==> run_1/power_grid.png <==
Drawn at 3 px/µm. Pins as bars on the die edge.
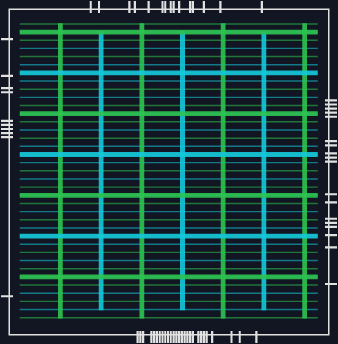
==> run_1/placement_by_type.png <==
Drawn at 2 px/µm. Fill, decap, tap and diode cells in gray.
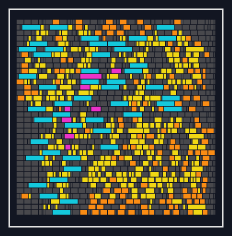
==> run_1/clk_routes.png <==
Drawn at 6 px/µm.
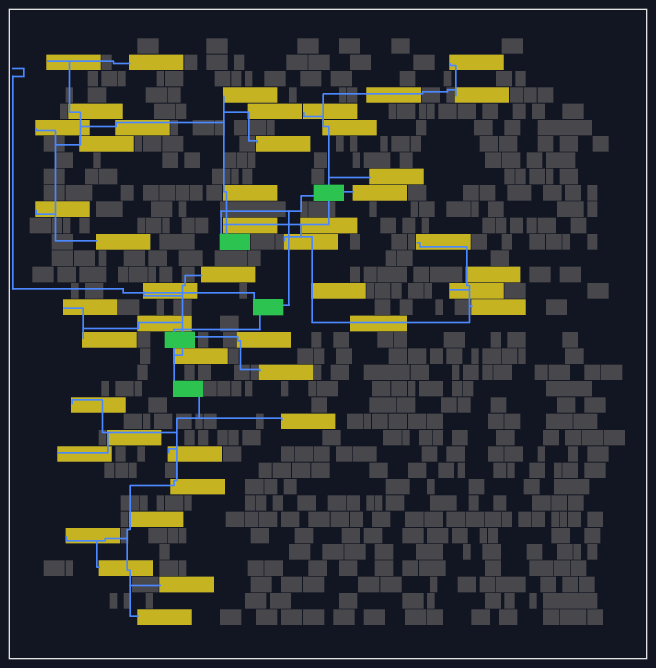
===== src/rtl/ts_ctrl_pkg.sv =====
// Shared definitions for the trigger-scintillator spy capture sequencer:
// state encodings, trigger-mode codes and default sizes.
package ts_ctrl_pkg;

  localparam int unsigned SPY_DEPTH_DEF = 64;
  localparam int unsigned CNT_W_DEF     = 16;
  localparam int unsigned MODE_W        = 2;
  localparam int unsigned DEPTH_W       = 6;
  localparam int unsigned STATE_W       = 3;

  typedef enum logic [STATE_W-1:0] {
    ST_IDLE      = 3'd0,
    ST_ARM       = 3'd1,
    ST_WAIT_TRIG = 3'd2,
    ST_CAPTURE   = 3'd3,
    ST_DONE      = 3'd4
  } seq_state_e;

  localparam logic [MODE_W-1:0] TRIG_IMM = 2'd0;
  localparam logic [MODE_W-1:0] TRIG_EXT = 2'd1;
  localparam logic [MODE_W-1:0] TRIG_PER = 2'd2;

endpackage


===== src/rtl/ts_trig_sel.sv =====
// Wait counter plus trigger / timeout decode for the WAIT_TRIG phase.
// Both indications are combinational and only valid while in_wait_i is high.
module ts_trig_sel
  import ts_ctrl_pkg::*;
#(
  parameter int unsigned CNT_W = CNT_W_DEF
) (
  input  logic              clk_i,
  input  logic              rst_i,
  input  logic              in_wait_i,
  input  logic [MODE_W-1:0] trig_mode_i,
  input  logic              ext_trig_i,
  input  logic [CNT_W-1:0]  period_i,
  input  logic [CNT_W-1:0]  timeout_i,
  output logic              trig_c_o,
  output logic              expired_c_o
);

  logic [CNT_W-1:0] cnt_q, cnt_d;
  logic             trig_raw;

  always_ff @(posedge clk_i or posedge rst_i) begin
    if (rst_i) cnt_q <= '0;
    else       cnt_q <= cnt_d;
  end

  // Timeout fires on the cycle in which the counter advances onto timeout_i.
  always_comb begin
    trig_raw = 1'b0;
    unique case (trig_mode_i)
      TRIG_EXT: trig_raw = ext_trig_i;
      TRIG_PER: trig_raw = (cnt_q == period_i);
      TRIG_IMM: trig_raw = 1'b1;
      default:  trig_raw = 1'b1;
    endcase
    trig_c_o    = in_wait_i && trig_raw;
    expired_c_o = in_wait_i && !trig_raw && (timeout_i != '0)
                  && (cnt_q == (timeout_i - CNT_W'(1)));
    cnt_d       = in_wait_i ? (cnt_q + CNT_W'(1)) : '0;
  end

endmodule


===== src/rtl/ts_spy_sequencer.sv =====
// Capture scheduler for the two per-link spy buffers: arm, wait for the
// selected trigger, hold a fixed capture window, optionally re-arm.
module ts_spy_sequencer
  import ts_ctrl_pkg::*;
#(
  parameter int unsigned SPY_DEPTH = SPY_DEPTH_DEF,
  parameter int unsigned CNT_W     = CNT_W_DEF
) (
  input  logic               axi_clk,
  input  logic               reset,
  input  logic               start,
  input  logic               abort,
  input  logic [MODE_W-1:0]  trig_mode,
  input  logic               ext_trig,
  input  logic [CNT_W-1:0]   period,
  input  logic [DEPTH_W-1:0] depth,
  input  logic [CNT_W-1:0]   timeout,
  input  logic               rearm,
  output logic               spy_start,
  output logic               spy_window,
  output logic               busy,
  output logic               done,
  output logic               timed_out,
  output logic [STATE_W-1:0] state,
  output logic [CNT_W-1:0]   n_captures
);

  localparam int unsigned CAP_W = $clog2(SPY_DEPTH + 1);

  seq_state_e       state_q, state_d;
  logic [CAP_W-1:0] cap_q, cap_d, cap_last;
  logic [CNT_W-1:0] ncap_q, ncap_d;
  logic             timed_out_q, timed_out_d;
  logic             spy_start_q, spy_start_d;
  logic             spy_window_q, spy_window_d;
  logic             busy_q, busy_d;
  logic             done_q, done_d;
  logic             in_wait, trig, expired;

  assign in_wait  = (state_q == ST_WAIT_TRIG) && !abort;
  assign cap_last = (depth == '0) ? CAP_W'(SPY_DEPTH - 1) : (CAP_W'(depth) - CAP_W'(1));

  ts_trig_sel #(
    .CNT_W (CNT_W)
  ) u_trig_sel (
    .clk_i       (axi_clk),
    .rst_i       (reset),
    .in_wait_i   (in_wait),
    .trig_mode_i (trig_mode),
    .ext_trig_i  (ext_trig),
    .period_i    (period),
    .timeout_i   (timeout),
    .trig_c_o    (trig),
    .expired_c_o (expired)
  );

  always_ff @(posedge axi_clk or posedge reset) begin
    if (reset) begin
      state_q      <= ST_IDLE;
      cap_q        <= '0;
      ncap_q       <= '0;
      timed_out_q  <= 1'b0;
      spy_start_q  <= 1'b0;
      spy_window_q <= 1'b0;
      busy_q       <= 1'b0;
      done_q       <= 1'b0;
    end else begin
      state_q      <= state_d;
      cap_q        <= cap_d;
      ncap_q       <= ncap_d;
      timed_out_q  <= timed_out_d;
      spy_start_q  <= spy_start_d;
      spy_window_q <= spy_window_d;
      busy_q       <= busy_d;
      done_q       <= done_d;
    end
  end

  // Outputs are decoded from the next state so they line up with state_q.
  always_comb begin
    state_d     = state_q;
    cap_d       = '0;
    ncap_d      = ncap_q;
    timed_out_d = timed_out_q;

    unique case (state_q)
      ST_IDLE: if (start) state_d = ST_ARM;
      ST_ARM:  state_d = ST_WAIT_TRIG;
      ST_WAIT_TRIG: begin
        if (trig) begin
          state_d = ST_CAPTURE;
        end else if (expired) begin
          state_d     = ST_DONE;
          timed_out_d = 1'b1;
        end
      end
      ST_CAPTURE: begin
        if (cap_q == cap_last) begin
          state_d = ST_DONE;
          if (ncap_q != '1) ncap_d = ncap_q + CNT_W'(1);
        end else begin
          cap_d = cap_q + CAP_W'(1);
        end
      end
      ST_DONE: if (start || rearm) state_d = ST_ARM;
      default: state_d = ST_IDLE;
    endcase

    if (state_d == ST_ARM) timed_out_d = 1'b0;

    if (abort) begin
      state_d     = ST_IDLE;
      cap_d       = '0;
      ncap_d      = '0;
      timed_out_d = 1'b0;
    end

    spy_start_d  = (state_d == ST_CAPTURE) && (state_q != ST_CAPTURE);
    spy_window_d = (state_d == ST_CAPTURE);
    busy_d       = (state_d == ST_ARM) || (state_d == ST_WAIT_TRIG) || (state_d == ST_CAPTURE);
    done_d       = (state_d == ST_DONE);
  end

  assign spy_start  = spy_start_q;
  assign spy_window = spy_window_q;
  assign busy       = busy_q;
  assign done       = done_q;
  assign timed_out  = timed_out_q;
  assign state      = STATE_W'(state_q);
  assign n_captures = ncap_q;

endmodule


===== config.mk =====
export PLATFORM = sky130hd
export DESIGN_NAME = ts_spy_sequencer
export DESIGN_NICKNAME = d
export VERILOG_FILES = /design/src/rtl/ts_ctrl_pkg.sv /design/src/rtl/ts_trig_sel.sv /design/src/rtl/ts_spy_sequencer.sv
export SDC_FILE = /design/constraint.sdc
export NUM_CORES = 1
export LEC_CHECK = 0
export CAP_MARGIN = 20
export CORE_AREA = 3 3 103 105
export DETAILED_ROUTE_END_ITERATION = 16
export DIE_AREA = 0 0 106 108
export MAX_ROUTING_LAYER = met4
export PLACE_DENSITY_LB_ADDON = 0.05
export RECOVER_POWER = 50
export SYNTH_ARGS = -nofsm -noshare
export SYNTH_HDL_FRONTEND = slang
export SYNTH_SLANG_ARGS = --single-unit

===== constraint.sdc =====
create_clock -name axi_clk -period 2.4 [get_ports axi_clk]
set_input_delay 0.36 -clock axi_clk [delete_from_list [all_inputs] [get_ports axi_clk]]
set_output_delay 0.36 -clock axi_clk [all_outputs]
set_load 0.02 [all_outputs]

==> reports/README.md, run 1 <==
| Parameter | Value | Unit |
| --- | --- | --- |
| Outcome | finished with violations | - |
| Failing checks | negative setup slack | - |
| Classification of the worst setup path | register to register | - |
| Tool warnings | 31 | - |
| Setup ws final | -11.4 | ps |
| Reported max-cap violation count | 0 | - |
| Residual overflow from global routing | 0 | - |
| Worst r2r src | state[0]$_DFF_PP0_ | - |
| Finish-stage setup viols | 2 | - |
| Launch point of the critical path | state[0]$_DFF_PP0_ | - |
| Inst Count DP | 640 | - |
| Reported net switching power | 464 | µW |
| Min Clock Period, post-route | 2410 | ps |
| Multiplexer share | 0.950 | % |
| Number of vias per cell after detailed routing | 5.00 | - |
| Fa+ha+maj area frac | 2.92 | % |
| Multi-input gate share of total cell area | 45.4 | % |
| Worst Tran Pin Value | 1270 | ps |
| Initial drt markers | 132 | - |
| Routed wire length on met3 | 382 | µm |
| Area reported by Yosys stat | 3420 | µm² |
About power_grid.png:
Key: VDD = cyan; VSS = green
37 met1 rails follow the rows. The core has 36 rows. 70 signal pins sit on the boundary.
Die W: 106 µm
maximum ir drop on the vdd rail: 0.000224 V
die y size: 108 µm
Core Box Area: 9730 µm²

About placement_by_type.png:
Key: combinational and other logic = yellow [cells 332]; other buffers and delay cells = orange [cells 140]; clock drivers and dummy loads = magenta [cells 8]; flops = cyan [cells 47]
Rows: 36
post-route design area: 4960 µm²
utilization after layout: 51.0%

About clk_routes.png:
Key: flip-flops = yellow [count 47]; clock drivers = green [count 5]; clock wires = blue [length 636 µm]
There are 6 routed clock nets.
share of total power in the clock network: 34.0%
clk pwr: 601 µW

[run 1: through the flow]
stage	hold WS (ps)	area [µm²]	utilization (%)	setup TNS, ps	worst slack (ps)
3_3_place_gp	540	4660	47.9	-14580	-613
3_5_place_dp	546	4660	47.9	-15630	-645
5_1_grt	591	4960	51.0	-564	-117
6_report	560	4960	51.0	-18.3	-11.4
4_1_cts	505	4940	50.8	-87.6	-39.0
2_1_floorplan	487	3440	-	-228	-79.6
[run 1: power groups by stage]
| stage | Clock, µW | Combinational (µW) | Sequential [µW] |
|---|---|---|---|
| 2_1_floorplan | 0 | 133 | 830 |
| 3_3_place_gp | 0 | 346 | 819 |
| 3_5_place_dp | 0 | 347 | 819 |
| 4_1_cts | 623 | 364 | 804 |
| 5_1_grt | 655 | 397 | 805 |
| 6_report | 601 | 363 | 804 |
==> run 2, diff against run 1 <==
- SETUP_SLACK_MARGIN: unset -> 0.2
==> run_2/clk_routes.png <==
Drawn at 6 px/µm.
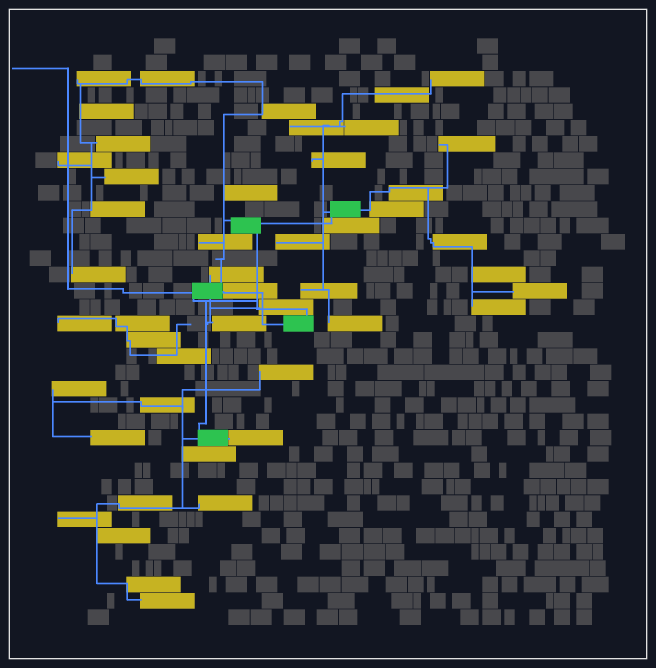
Key: clock drivers = green [count 5]; flip-flops = yellow [count 47]; clock wires = blue [length 629 µm]
There are 6 routed clock nets.
share of total power in the clock network: 37.5%
insertion delay at the late pin of the worst-skew pair: 310 ps
clk pwr: 713 µW
worst clock skew on the final layout: 16.4 ps

==> run_2/placement.png <==
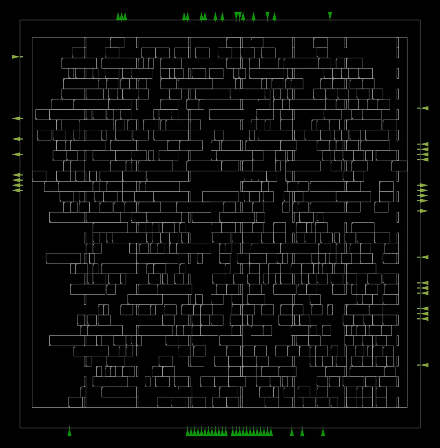
utilization after layout: 54.2%
fraction of area in registers: 22.4%
sequential cell count: 47

==> run 2 against run 1 <==
  * Sequential cell count stayed put
  * Register-to-register slack better by 110 ps
  * Largest cell class unchanged
  * Routed wire length rose by 2.1%
  * Clock skew is essentially flat
  * The run now ends clean
  * Count of clock-buffer cells in the layout unchanged
  * Core utilization grew 3.2 points
  * Critical path type is now input port to register
  * Sequential share of layout area fell by 1.4 points
  * Final area up 6.3%
==> reports/README.md, run 2 <==
| Parameter | Value | Unit | Change |
| --- | --- | --- | --- |
| Die y size | 108 | µm | unchanged |
| Worst Tran Pin Value | 879 | ps | -394 ps |
| Maximum ir drop on the vdd rail | 0.000223 | V | about the same |
| Setup Total Neg Slack | 0 | ps | +18.3 ps |
| Worst r2r src | state[0]$_DFF_PP0_ | - |  |
| Tally of unique sky130hd cells used after synthesis | 53 | - |  |
| Seq power | 804 | µW | about the same |
| Reported net switching power | 476 | µW | +2.6% |
| Worst Setup Slack post-DPL | -608 | ps | +37.1 ps |
| Hold Slack | 555 | ps | -4.75 ps |
| Core Box Area | 9730 | µm² | unchanged |
| Combinational power | 387 | µW | +6.6% |
| Outcome | finished, final reports clean | - |  |
| Area reported by Yosys stat | 3420 | µm² | unchanged |
| Rows | 36 | - | unchanged |
| Setup ws final | 38.4 | ps | +49.8 ps |
| Reported max-cap violation count | 0 | - | unchanged |
| Classification of the worst setup path | input port to register | - |  |
| Standard cell area after detailed placement | 4650 | µm² | -0.24% |
| Maximum number of pins on one net before global-route repair | 23 | - |  |
| Multi-input gate share of total cell area | 45.7 | % | +0.31 points |
| Initial drt markers | 115 | - | -13% |
| Post-route design area | 5270 | µm² | +6.3% |
| Finish-stage setup viols | 0 | - | -2 |
| Pwr top | registers | - |  |
| Die W | 106 | µm | unchanged |
| Inst Count DP | 634 | - | -0.94% |
| Tool warnings | 31 | - | unchanged |
[run 2: kinds of logic after synthesis]
family / after synthesis / share of synthesized area [%]
and+or+nand+nor: 177 / 28.7
xor gates and xnor gates: 68 / 17.4
AOI/OAI and AO/OA: 60 / 11.8
DFF: 47 / 34.3
buffers and inverters: 34 / 3.87
adders and majority gates: 8 / 2.92
muxes: 3 / 0.950
[run 2: per-layer routing]
layer	part of all wire [%]	routed length, µm	vias up	track usage, %
met5	0	0	-	-
met1	48	4890	1591	24.4
met3	2.8	287	9	2.45
li1	-	-	1666	-
met2	48	4890	55	29.1
met4	1.1	115	0	4.16
[run 2: what timing repair did]
action | 4_1_cts | 5_1_grt
pin swaps | 30 | 30
resized | 48 | 47
endpoints found under the setup margin | 30 | 30
buffers inserted | 19 | 6
No activity file was given, so power comes from the tool's default toggle rates.
